$ cat src/rtl/memgame_pkg.sv
// Shared types and helpers for the memory-game sequence blocks.
// Both the player and the entry checker consume a SEQ_W-bit sequence, MSB first.
package memgame_pkg;

    localparam int SEQ_W = 25;
    localparam int LEN_W = 5;

    typedef enum logic [1:0] {
        ST_IDLE = 2'd0,
        ST_SHOW = 2'd1,
        ST_GAP  = 2'd2,
        ST_DONE = 2'd3
    } state_e;

    function automatic logic [LEN_W-1:0] clamp_len(input logic [LEN_W-1:0] len,
                                                   input logic [LEN_W-1:0] max_len);
        return (len > max_len) ? max_len : len;
    endfunction

endpackage

$ cat src/rtl/sequence_player_dwell_timer.sv
// Loadable down-counter used for both the show dwell and the blank gap.
// Counts only on tick and parks at zero; load has priority over counting.
module dwell_timer #(
    parameter int CNT_W = 16
) (
    input  logic             clk,
    input  logic             reset,
    input  logic             load,
    input  logic [CNT_W-1:0] load_val,
    input  logic             tick,
    output logic             zero
);

    logic [CNT_W-1:0] count_q;
    logic [CNT_W-1:0] count_d;

    always_comb begin
        count_d = count_q;
        if (load) begin
            count_d = load_val;
        end else if (tick && (count_q != '0)) begin
            count_d = count_q - 1'b1;
        end
    end

    always_ff @(posedge clk or negedge reset) begin
        if (!reset) begin
            count_q <= '0;
        end else begin
            count_q <= count_d;
        end
    end

    assign zero = (count_q == '0);

endmodule

$ cat src/rtl/sequence_player.sv
// Plays a latched bit sequence MSB first on an indicator: ON_TICKS shown, GAP_TICKS blank.
// Pulses done for one cycle after the last gap so control can hand over to entry.
module sequence_player #(
    parameter int SEQ_W     = 25,
    parameter int ON_TICKS  = 3,
    parameter int GAP_TICKS = 2,
    parameter int CNT_W     = 16
) (
    input  logic             clk,
    input  logic             reset,
    input  logic             tick,
    input  logic             start,
    input  logic             abort,
    input  logic [4:0]       len,
    input  logic [SEQ_W-1:0] seq,
    output logic             led_bit,
    output logic             led_valid,
    output logic [4:0]       idx,
    output logic             busy,
    output logic             done,
    output logic [1:0]       o_state
);

    import memgame_pkg::*;

    localparam logic [CNT_W-1:0] ON_VAL  = CNT_W'(ON_TICKS - 1);
    localparam logic [CNT_W-1:0] GAP_VAL = CNT_W'(GAP_TICKS - 1);
    localparam logic [4:0]       MAX_LEN = 5'(SEQ_W);

    state_e           state_q, state_d;
    logic [SEQ_W-1:0] seq_q, seq_d;
    logic [4:0]       len_q, len_d;
    logic [4:0]       idx_q, idx_d;

    logic             tmr_load;
    logic [CNT_W-1:0] tmr_val;
    logic             tmr_tick;
    logic             tmr_zero;
    logic [4:0]       len_clamped;
    logic [4:0]       bit_pos;

    assign len_clamped = clamp_len(len, MAX_LEN);

    always_comb begin
        state_d  = state_q;
        seq_d    = seq_q;
        len_d    = len_q;
        idx_d    = idx_q;
        tmr_load = 1'b0;
        tmr_val  = '0;

        case (state_q)
            ST_IDLE: begin
                if (start && !abort) begin
                    seq_d = seq;
                    len_d = len_clamped;
                    if (len_clamped == '0) begin
                        state_d = ST_DONE;
                    end else begin
                        state_d  = ST_SHOW;
                        idx_d    = '0;
                        tmr_load = 1'b1;
                        tmr_val  = ON_VAL;
                    end
                end
            end
            ST_SHOW: begin
                if (abort) begin
                    state_d = ST_IDLE;
                end else if (tick && tmr_zero) begin
                    state_d  = ST_GAP;
                    tmr_load = 1'b1;
                    tmr_val  = GAP_VAL;
                end
            end
            ST_GAP: begin
                if (abort) begin
                    state_d = ST_IDLE;
                end else if (tick && tmr_zero) begin
                    if (idx_q == len_q - 5'd1) begin
                        state_d = ST_DONE;
                    end else begin
                        state_d  = ST_SHOW;
                        idx_d    = idx_q + 5'd1;
                        tmr_load = 1'b1;
                        tmr_val  = ON_VAL;
                    end
                end
            end
            ST_DONE: begin
                state_d = ST_IDLE;
            end
            default: begin
                state_d = ST_IDLE;
            end
        endcase
    end

    // Timer only advances while actually dwelling, so idle ticks never disturb it.
    assign tmr_tick = tick && !abort && ((state_q == ST_SHOW) || (state_q == ST_GAP));

    dwell_timer #(
        .CNT_W(CNT_W)
    ) u_dwell_timer (
        .clk     (clk),
        .reset   (reset),
        .load    (tmr_load),
        .load_val(tmr_val),
        .tick    (tmr_tick),
        .zero    (tmr_zero)
    );

    always_ff @(posedge clk or negedge reset) begin
        if (!reset) begin
            state_q <= ST_IDLE;
            seq_q   <= '0;
            len_q   <= '0;
            idx_q   <= '0;
        end else begin
            state_q <= state_d;
            seq_q   <= seq_d;
            len_q   <= len_d;
            idx_q   <= idx_d;
        end
    end

    assign bit_pos   = 5'(SEQ_W - 1) - idx_q;
    assign led_valid = (state_q == ST_SHOW);
    assign led_bit   = led_valid & seq_q[bit_pos];
    assign busy      = (state_q == ST_SHOW) || (state_q == ST_GAP);
    assign done      = (state_q == ST_DONE);
    assign idx       = idx_q;
    assign o_state   = state_q;

endmodule
$ cat config.mk
export PLATFORM = sky130hd
export DESIGN_NAME = sequence_player
export DESIGN_NICKNAME = d
export VERILOG_FILES = /design/src/rtl/memgame_pkg.sv /design/src/rtl/sequence_player_dwell_timer.sv /design/src/rtl/sequence_player.sv
export SDC_FILE = /design/constraint.sdc
export NUM_CORES = 1
export LEC_CHECK = 0
export CORE_MARGIN = 2
export CORE_UTILIZATION = 54
export DETAILED_ROUTE_END_ITERATION = 12
export PLACE_DENSITY = 0.77
export SLEW_MARGIN = 20
export SYNTH_ARGS = -nofsm -noshare
export SYNTH_HDL_FRONTEND = slang
export SYNTH_SLANG_ARGS = --single-unit
$ cat constraint.sdc
create_clock -name clk -period 3.3 [get_ports clk]
set_clock_uncertainty 0.1 [all_clocks]
set_input_delay 0.495 -clock clk [delete_from_list [all_inputs] [get_ports clk]]
set_output_delay 0.495 -clock clk [all_outputs]
set_load 0.02 [all_outputs]
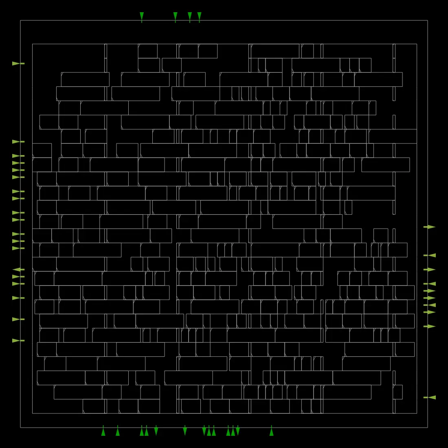
**Above:** cell placement.
Seq cells: 53
Tapcells: 70
row count: 26
# fillers: 393

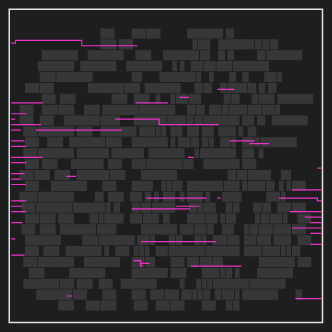
**Above:** M3 wires.
(4 px per um)
longest straight run: 21.2 um
wire length on this layer: 295 um
met3 Use GR: 5.465%
routed via count: 2186

==> results.yml <==
# synthesis and place-and-route metrics
power:
  peakVddDrop_uv: 401.3
  clk-power_mw: 0.390
  sequentialPowerShare_pct: 41.1
  pwr-share-clk_pct: 14.3
  p_leak_nw: 1.557
  p_comb_share_pct: 44.6
  p_total_mw: 2.733
critical_path:
  worstPathCellList: "inv_1, ha_2, mux4_2, mux2i_1, mux2_2, o22ai_1, dlymetal6s2s_1"
  path_class: "flip-flop to output pin"
  max_stage_delay_ns: 0.44
  critPathCaptureType: "output pin"
  cp_num_buf_inv: 2
final_layout:
  syn2layout_area_growth_pct: 21.22
  fin_area_um2: 3581
  sh_comb_area_pct: 42.73
  nNonClkBuffers: 50
  drive_gt1_share_pct: 18.91
  mi_logic_area_um2: 1530
  dominant_cells: "multi-input combinational cells"
  clock_area_share_pct: 2.760
  layout.cells.non_filler: 382
  largest_register: "seq_q"
  antenna_cells: 0
  inv_count: 14
  nonClkBufAreaFrac_pct: 13.56
route:
  dr.pass1.iters: 4
  drt_drc_violations_left: 0
  wl_met2_um: 2804
  drt_iter0_drc: 167
  viasPerCell: 5.723
  highest_layer: "met4"
  wl_per_cell_um: 15.20
global_route:
  met1_usage_pct: 27.95
  grt-ovfl-total: 0
  grt.busiest_layer: "met2"
  use_met2_pct: 32.50
  antenna_found_initial: 0
  grt_pass1_vias: 2125
  grt_pass1_wl_um: 9867
final_timing:
  rsz0062_at_grt: "no"
  hold_ws_ns: 0.1118
  period_used_pct: 86.16
  setup_viol: 0
outcome:
  status: "finished clean"
clock_tree:
  insertion_delay_ns: 0.31
  cts_resized: 1
  clock_sinks: 53
  root_buffer: "clkbuf_8"
  clockBufferDepth: 2
synth:
  synthesis.area_um2: 2954
  mux_area_share_pct: 17.75
  common_cells: "53 x dfrtp_1, 29 x mux2_2, 25 x nor2_1"
  synth_seq_share_pct: 44.90
  synthTopLogicFamily: "multiplexers"
  ys_async_sr_fraction_pct: 100.0
  synth.cellmix.compoundShare_pct: 6.904
  ys_warn_count: 0
  area_leaders: "dfrtp_1 45%, mux2_2 11%, mux4_2 4.6%"
  yosys-stat-area_um2: 2954
  synth_top_flop_cell: "dfrtp_1"
  top_cell: "dfrtp_1"
floorplan:
  fp-utilization_pct: 56.75
  io_pins: 46
  chip_area_um2: 6078
  die-width_um: 77.96
  core_area_um2: 5205
  chipHeight_um: 77.96
placed_design:
  place_inst: 374
min_path:
  worstHoldPathType: "input port to asynchronous set/reset pin"
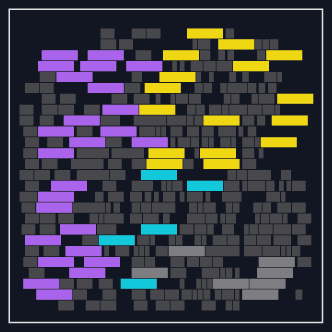
**Above:** where the registers sit.
(4 px per um)
| netlist name | colour | flops |
|---|---|---|
| idx | cyan | 5 |
| seq_q | purple | 25 |
| u_dwell_timer.count_q | yellow | 16 |
not coloured: 7
Finished Core Util: 68.80%
Storage cell area: 1326 um^2
flop share of the area: 37.04%
seq pwr: 1.12 mW

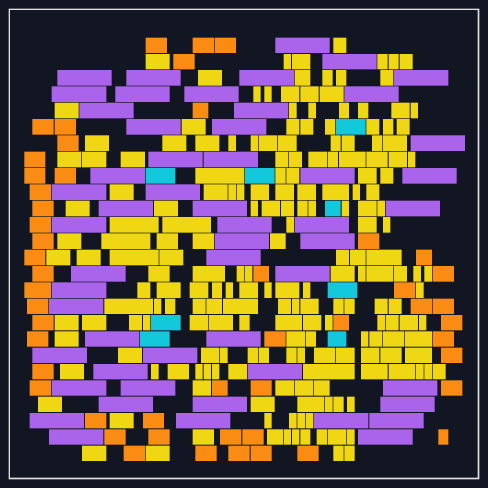
**Above:** cell classes on the final placement.
(6 px per um)
| class | colour | cells |
|---|---|---|
| combinational and other logic | yellow | 201 |
| clock drivers and dummy loads | cyan | 8 |
| sequential cells | purple | 53 |
| remaining buffers and delay cells | orange | 50 |

Power is estimated from default activity; no workload was simulated.
